<file path="src/rtl/data_mem_arbiter_if.sv">
// Bus bundle between the pipeline MEM stage, the debug/preload port, the
// arbiter and the single-port DataMemory.
// The slave modport is the arbiter's view. The master modport is the
// surrounding system: the pipeline, the debug port and DataMemory together.
interface data_mem_arbiter_if;

  // Pipeline MEM stage
  logic        mem_req;
  logic        mem_rw;
  logic [31:0] mem_addr;
  logic [31:0] mem_wdata;
  logic [1:0]  mem_size;
  logic        mem_se;
  logic [31:0] mem_rdata;
  logic        mem_stall;
  logic        mem_err;

  // Debug / preload port
  logic        dbg_req;
  logic        dbg_rw;
  logic [31:0] dbg_addr;
  logic [31:0] dbg_wdata;
  logic [1:0]  dbg_size;
  logic        dbg_gnt;
  logic        dbg_done;
  logic        dbg_err;
  logic [31:0] dbg_rdata;

  // DataMemory
  logic        dm_enable;
  logic        dm_rw;
  logic [31:0] dm_addr;
  logic [31:0] dm_wdata;
  logic [1:0]  dm_size;
  logic        dm_se;
  logic [31:0] dm_rdata;

  modport slave (
    input  mem_req, mem_rw, mem_addr, mem_wdata, mem_size, mem_se,
    output mem_rdata, mem_stall, mem_err,
    input  dbg_req, dbg_rw, dbg_addr, dbg_wdata, dbg_size,
    output dbg_gnt, dbg_done, dbg_err, dbg_rdata,
    output dm_enable, dm_rw, dm_addr, dm_wdata, dm_size, dm_se,
    input  dm_rdata
  );

  modport master (
    output mem_req, mem_rw, mem_addr, mem_wdata, mem_size, mem_se,
    input  mem_rdata, mem_stall, mem_err,
    output dbg_req, dbg_rw, dbg_addr, dbg_wdata, dbg_size,
    input  dbg_gnt, dbg_done, dbg_err, dbg_rdata,
    input  dm_enable, dm_rw, dm_addr, dm_wdata, dm_size, dm_se,
    output dm_rdata
  );

endinterface

</file>
<file path="src/rtl/data_mem_arbiter.sv">
// Arbitrates the single-port DataMemory between the pipeline MEM stage and
// the debug/preload port. Every access takes WAIT_CYC+1 cycles.
// The pipeline is frozen with mem_stall until its own access completes.
module data_mem_arbiter #(
  parameter int unsigned WAIT_CYC     = 1,
  parameter int unsigned DBG_MAX_WAIT = 4
) (
  input  logic              Clk,
  input  logic              R,
  data_mem_arbiter_if.slave bus,
  output logic [1:0]        state
);

  localparam int unsigned CNT_W = 4;
  localparam logic [CNT_W-1:0] CNT_INIT = CNT_W'(WAIT_CYC);
  localparam logic [CNT_W-1:0] AGE_MAX  = CNT_W'(DBG_MAX_WAIT);

  typedef enum logic [1:0] {
    IDLE    = 2'b00,
    MEM_ACC = 2'b01,
    DBG_ACC = 2'b10
  } state_t;

  state_t           state_q, state_d;
  logic [CNT_W-1:0] cnt_q, cnt_d;
  logic [CNT_W-1:0] age_q, age_d;
  logic [31:0]      dbg_rdata_q, dbg_rdata_d;

  logic [1:0] mem_sz, dbg_sz;
  logic       mem_mis, dbg_mis;
  logic       last;

  // Size 11 behaves as a word everywhere, including at the memory
  assign mem_sz = (bus.mem_size == 2'b11) ? 2'b10 : bus.mem_size;
  assign dbg_sz = (bus.dbg_size == 2'b11) ? 2'b10 : bus.dbg_size;

  // Misalignment detection on the normalised size
  assign mem_mis = ((mem_sz == 2'b01) && bus.mem_addr[0]) ||
                   ((mem_sz == 2'b10) && (bus.mem_addr[1:0] != 2'b00));
  assign dbg_mis = ((dbg_sz == 2'b01) && bus.dbg_addr[0]) ||
                   ((dbg_sz == 2'b10) && (bus.dbg_addr[1:0] != 2'b00));

  assign last  = (cnt_q == '0);
  assign state = state_q;
  assign bus.dbg_rdata = dbg_rdata_q;

  // State, wait counter, debug age and debug read-data registers
  always_ff @(posedge Clk or negedge R) begin
    if (!R) begin
      state_q     <= IDLE;
      cnt_q       <= '0;
      age_q       <= '0;
      dbg_rdata_q <= '0;
    end else begin
      state_q     <= state_d;
      cnt_q       <= cnt_d;
      age_q       <= age_d;
      dbg_rdata_q <= dbg_rdata_d;
    end
  end

  // Next-state, arbitration, aging and datapath steering
  always_comb begin
    state_d       = state_q;
    cnt_d         = cnt_q;
    age_d         = age_q;
    dbg_rdata_d   = dbg_rdata_q;
    bus.dm_enable = 1'b0;
    bus.dm_rw     = 1'b0;
    bus.dm_addr   = '0;
    bus.dm_wdata  = '0;
    bus.dm_size   = 2'b00;
    bus.dm_se     = 1'b0;
    bus.mem_rdata = '0;
    bus.mem_err   = 1'b0;
    bus.dbg_gnt   = 1'b0;
    bus.dbg_done  = 1'b0;
    bus.dbg_err   = 1'b0;

    case (state_q)
      IDLE: begin
        if (bus.dbg_req && ((age_q == AGE_MAX) || !bus.mem_req)) begin
          state_d = DBG_ACC;
          cnt_d   = CNT_INIT;
          age_d   = '0;
        end else if (bus.mem_req) begin
          state_d = MEM_ACC;
          cnt_d   = CNT_INIT;
        end
      end

      MEM_ACC: begin
        bus.dm_rw     = bus.mem_rw;
        bus.dm_addr   = bus.mem_addr;
        bus.dm_wdata  = bus.mem_wdata;
        bus.dm_size   = mem_sz;
        bus.dm_se     = bus.mem_se;
        if (!bus.mem_req) begin
          // Pipeline withdrew the request: abort without touching memory
          state_d = IDLE;
        end else begin
          bus.dm_enable = !mem_mis;
          if (last) begin
            state_d       = IDLE;
            bus.mem_rdata = mem_mis ? 32'h0 : bus.dm_rdata;
            bus.mem_err   = mem_mis;
          end else begin
            cnt_d = cnt_q - CNT_W'(1);
          end
        end
      end

      DBG_ACC: begin
        bus.dbg_gnt   = 1'b1;
        bus.dm_enable = !dbg_mis;
        bus.dm_rw     = bus.dbg_rw;
        bus.dm_addr   = bus.dbg_addr;
        bus.dm_wdata  = bus.dbg_wdata;
        bus.dm_size   = dbg_sz;
        if (last) begin
          state_d      = IDLE;
          bus.dbg_done = 1'b1;
          bus.dbg_err  = dbg_mis;
          if (!bus.dbg_rw) begin
            dbg_rdata_d = dbg_mis ? 32'h0 : bus.dm_rdata;
          end
        end else begin
          cnt_d = cnt_q - CNT_W'(1);
        end
      end

      default: state_d = IDLE;
    endcase

    // A waiting debug request ages until it is granted
    if (bus.dbg_req && (state_q != DBG_ACC) && (state_d != DBG_ACC) &&
        (age_q != AGE_MAX)) begin
      age_d = age_q + CNT_W'(1);
    end
  end

  // Freeze the pipeline until its access reaches the completion cycle
  always_comb begin
    bus.mem_stall = R && bus.mem_req && !((state_q == MEM_ACC) && last);
  end

endmodule
</file>
<file path="src/flat_wrapper.sv">
// flat-port wrapper written by rule: the top's interface ports become plain ports
module data_mem_arbiter_flat 
#(
  parameter int unsigned WAIT_CYC     = 1,
  parameter int unsigned DBG_MAX_WAIT = 4
)
  (Clk, R, state, bus_mem_req, bus_mem_rw, bus_mem_addr, bus_mem_wdata, bus_mem_size, bus_mem_se, bus_mem_rdata, bus_mem_stall, bus_mem_err, bus_dbg_req, bus_dbg_rw, bus_dbg_addr, bus_dbg_wdata, bus_dbg_size, bus_dbg_gnt, bus_dbg_done, bus_dbg_err, bus_dbg_rdata, bus_dm_enable, bus_dm_rw, bus_dm_addr, bus_dm_wdata, bus_dm_size, bus_dm_se, bus_dm_rdata);
  data_mem_arbiter_if bus_i ();
  input  logic Clk;
  input  logic R;
  output logic [1:0] state;
  input wire logic [$bits(bus_i.mem_req)-1:0] bus_mem_req;
  input wire logic [$bits(bus_i.mem_rw)-1:0] bus_mem_rw;
  input wire logic [$bits(bus_i.mem_addr)-1:0] bus_mem_addr;
  input wire logic [$bits(bus_i.mem_wdata)-1:0] bus_mem_wdata;
  input wire logic [$bits(bus_i.mem_size)-1:0] bus_mem_size;
  input wire logic [$bits(bus_i.mem_se)-1:0] bus_mem_se;
  output wire logic [$bits(bus_i.mem_rdata)-1:0] bus_mem_rdata;
  output wire logic [$bits(bus_i.mem_stall)-1:0] bus_mem_stall;
  output wire logic [$bits(bus_i.mem_err)-1:0] bus_mem_err;
  input wire logic [$bits(bus_i.dbg_req)-1:0] bus_dbg_req;
  input wire logic [$bits(bus_i.dbg_rw)-1:0] bus_dbg_rw;
  input wire logic [$bits(bus_i.dbg_addr)-1:0] bus_dbg_addr;
  input wire logic [$bits(bus_i.dbg_wdata)-1:0] bus_dbg_wdata;
  input wire logic [$bits(bus_i.dbg_size)-1:0] bus_dbg_size;
  output wire logic [$bits(bus_i.dbg_gnt)-1:0] bus_dbg_gnt;
  output wire logic [$bits(bus_i.dbg_done)-1:0] bus_dbg_done;
  output wire logic [$bits(bus_i.dbg_err)-1:0] bus_dbg_err;
  output wire logic [$bits(bus_i.dbg_rdata)-1:0] bus_dbg_rdata;
  output wire logic [$bits(bus_i.dm_enable)-1:0] bus_dm_enable;
  output wire logic [$bits(bus_i.dm_rw)-1:0] bus_dm_rw;
  output wire logic [$bits(bus_i.dm_addr)-1:0] bus_dm_addr;
  output wire logic [$bits(bus_i.dm_wdata)-1:0] bus_dm_wdata;
  output wire logic [$bits(bus_i.dm_size)-1:0] bus_dm_size;
  output wire logic [$bits(bus_i.dm_se)-1:0] bus_dm_se;
  input wire logic [$bits(bus_i.dm_rdata)-1:0] bus_dm_rdata;
  assign bus_i.mem_req = bus_mem_req;
  assign bus_i.mem_rw = bus_mem_rw;
  assign bus_i.mem_addr = bus_mem_addr;
  assign bus_i.mem_wdata = bus_mem_wdata;
  assign bus_i.mem_size = bus_mem_size;
  assign bus_i.mem_se = bus_mem_se;
  assign bus_mem_rdata = bus_i.mem_rdata;
  assign bus_mem_stall = bus_i.mem_stall;
  assign bus_mem_err = bus_i.mem_err;
  assign bus_i.dbg_req = bus_dbg_req;
  assign bus_i.dbg_rw = bus_dbg_rw;
  assign bus_i.dbg_addr = bus_dbg_addr;
  assign bus_i.dbg_wdata = bus_dbg_wdata;
  assign bus_i.dbg_size = bus_dbg_size;
  assign bus_dbg_gnt = bus_i.dbg_gnt;
  assign bus_dbg_done = bus_i.dbg_done;
  assign bus_dbg_err = bus_i.dbg_err;
  assign bus_dbg_rdata = bus_i.dbg_rdata;
  assign bus_dm_enable = bus_i.dm_enable;
  assign bus_dm_rw = bus_i.dm_rw;
  assign bus_dm_addr = bus_i.dm_addr;
  assign bus_dm_wdata = bus_i.dm_wdata;
  assign bus_dm_size = bus_i.dm_size;
  assign bus_dm_se = bus_i.dm_se;
  assign bus_i.dm_rdata = bus_dm_rdata;
  data_mem_arbiter #(.WAIT_CYC(WAIT_CYC), .DBG_MAX_WAIT(DBG_MAX_WAIT)) u_core (.Clk(Clk), .R(R), .bus(bus_i), .state(state));
endmodule
</file>
<file path="config.mk">
export PLATFORM = sky130hd
export DESIGN_NAME = data_mem_arbiter_flat
export DESIGN_NICKNAME = d
export VERILOG_FILES = /design/src/rtl/data_mem_arbiter_if.sv /design/src/rtl/data_mem_arbiter.sv /design/src/flat_wrapper.sv
export SDC_FILE = /design/constraint.sdc
export NUM_CORES = 1
export LEC_CHECK = 0
export CAP_MARGIN = 25
export CELL_PAD_IN_SITES_DETAIL_PLACEMENT = 0
export CELL_PAD_IN_SITES_GLOBAL_PLACEMENT = 1
export CORE_ASPECT_RATIO = 1.4
export CORE_UTILIZATION = 18
export CTS_BUF_LIST = sky130_fd_sc_hd__clkbuf_8
export CTS_CLUSTER_DIAMETER = 30
export DETAILED_ROUTE_END_ITERATION = 7
export HOLD_SLACK_MARGIN = 0.06
export PLACE_DENSITY_LB_ADDON = 0.1
export RECOVER_POWER = 50
export SLEW_MARGIN = 25
export SYNTH_ARGS = -nofsm -noshare
export SYNTH_HDL_FRONTEND = slang
export SYNTH_SLANG_ARGS = --single-unit
</file>
<file path="constraint.sdc">
create_clock -name Clk -period 2 [get_ports Clk]
set_input_delay 0.4 -clock Clk [delete_from_list [all_inputs] [get_ports Clk]]
set_output_delay 0.4 -clock Clk [all_outputs]
set_load 0.1 [all_outputs]
</file>
### Power grid

Pins as bars on the die edge.
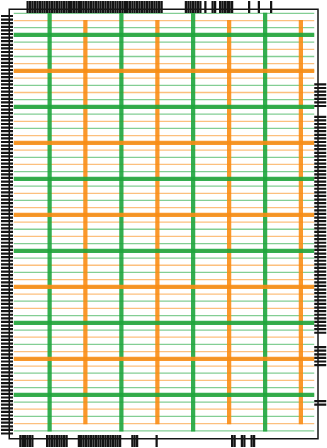
| net | color |
|---|---|
| VDD | orange |
| VSS | green |
signal pins: 311
met1 rails: 59
met4 straps: 8

### Clock routing

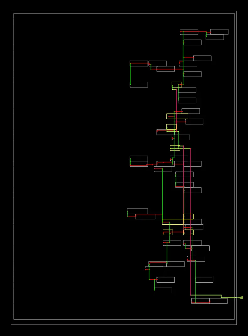
clkbuf count: 6
Max Clock Skew: 0.004747 ns

### Close-up of the layout

Window x 4 to 54, y 96 to 146 um. Cells in gray, sequential cells in the stronger gray; small squares are vias.
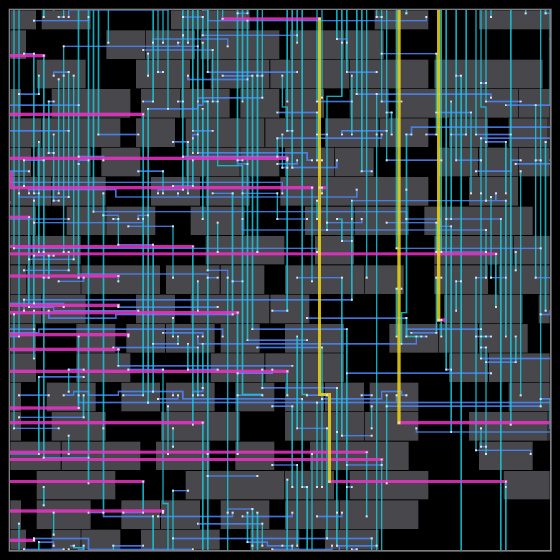
| layer | color |
|---|---|
| metal 3 | magenta |
| metal 4 | yellow |
| metal 1 | blue |
| metal 2 | cyan |
sequential cells in the window: 0
cells with their middle in the window: 127
most frequent: clkdlybuf4s50_1 (42), buf_12 (26), nor2b_4 (24)

### Gate-type map

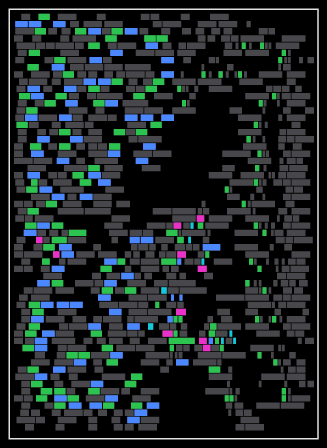
| family | color | cells |
|---|---|---|
| inverters | cyan | 8 |
| inverting AOI/OAI gates | green | 118 |
| AND-OR and OR-AND gates | magenta | 10 |
| NOR gates | blue | 77 |

### Where the registers sit

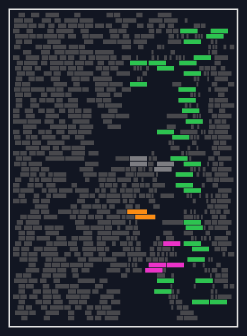
| name in the netlist | color | placed flops |
|---|---|---|
| u_core.state | orange | 2 |
| u_core.age_q | magenta | 4 |
| u_core.bus.dbg_rdata | green | 32 |
not colored: 4
end-of-flow core utilization: 0.5557
fraction of area in registers: 0.1063
Seq. pwr: 0.00145 W
Sequential cell area: 1059 um^2

-- synthesized netlist by cell type (all sizes together) --
| cell | instances | area share |
|---|---|---|
| nand4b | 1 | 0.0027 |
| or3 | 1 | 0.0023 |
| xor2 | 1 | 0.0027 |
| o22ai | 1 | 0.0019 |
| nand3b | 4 | 0.0092 |
| a32oi | 1 | 0.0027 |
| o32a | 1 | 0.0034 |
| and2 | 34 | 0.065 |
| ha | 7 | 0.027 |
| clkbuf | 33 | 0.038 |
| o21ba | 1 | 0.0031 |
| dfrtp | 42 | 0.32 |
| nor3 | 2 | 0.0031 |
| a211oi | 1 | 0.0023 |
| nand2b | 3 | 0.0057 |
| buf | 6 | 0.0076 |
| or2 | 2 | 0.0038 |
| a32o | 1 | 0.0031 |
| nor2 | 4 | 0.0046 |
| inv | 8 | 0.0092 |
| nand3 | 5 | 0.0076 |
| a21oi | 5 | 0.0076 |
| a21o | 2 | 0.0046 |
| nor2b | 70 | 0.13 |
| a21boi | 1 | 0.0023 |
| a31o | 2 | 0.0053 |
| a2111oi | 1 | 0.0084 |
| nand2 | 68 | 0.078 |
| o211ai | 2 | 0.0046 |
| a22o | 3 | 0.0084 |
| o31ai | 1 | 0.0023 |
| nor3b | 1 | 0.0057 |
| o21ai | 38 | 0.058 |
| mux2 | 1 | 0.0034 |
| a22oi | 67 | 0.15 |
-- per-layer routing --
| metal | part of all wire | vias up | wire [um] | global-route usage |
|---|---|---|---|---|
| li1 | - | 2185 | - | - |
| met2 | 0.53 | 213 | 9608 | 0.3320 |
| met5 | 0 | - | 0 | 0 |
| met4 | 0.016 | 0 | 282 | 0.04604 |
| met3 | 0.11 | 13 | 1990 | 0.07799 |
| met1 | 0.35 | 2127 | 6305 | 0.1922 |
==> metrics.cfg <==
[run_status]
outcome=finished, violations left
violations=setup timing

[clock_tree]
numCtsBuffers=5
cts-root-buf=clkbuf_8
post_cts_resized=97
clk_latency_ns=0.30
clk_pin_slew_worst_paths_ns=0.08

[cells_and_area]
logic_gate_count=332
clock_area_frac=0.01432
final-comb-area_um2=3112
fillers=1559
fin_area_um2=9961
nNetsFinal=961
layout_top_cell=clkdlybuf4s50_1
n_all_inverters=8

[sta]
setup_slack_ns=-0.3694
fmax_mhz=422.0
max_slew_margin=0.3030
tightest_slew_ns=1.046
setup-violations-final=108
rsz0062_at_grt=true
fin_worst_hold_slack_ns=0.4665
finalMaxSlewViolations=0
layout_min_cycle_time_ns=2.369
hold_violations=0

[pwr]
power.internal_w=0.009347
vdd_drop_max_mv=1.437
finalPower_w=0.02030
comb_cell_power_w=0.0180

[worst_setup_path]
path_cells=buf_6, inv_4, ha_4, buf_6, buf_8, buf_12, a22oi_2, nor2b_4, buf_12
critPathCaptureType=output pin
critical_path.endpoint=bus_dm_wdata[5]
worstPathArrival_ns=1.97
critPathSlowestCell=dfrtp_4
crit_required_ns=1.60
critPathTopFamily=buffers and inverters

[synth]
yosys.area_share.xor_xnor=0.002670
topCombFamilyByArea=simple AND/OR/NAND/NOR gates
ys_chip_area_um2=3281
syn_nets=599

[place]
gp_congestion=0.7486

[route]
drc_errors=0

Power figures rest on the tool's default switching activity, not on a simulated workload.
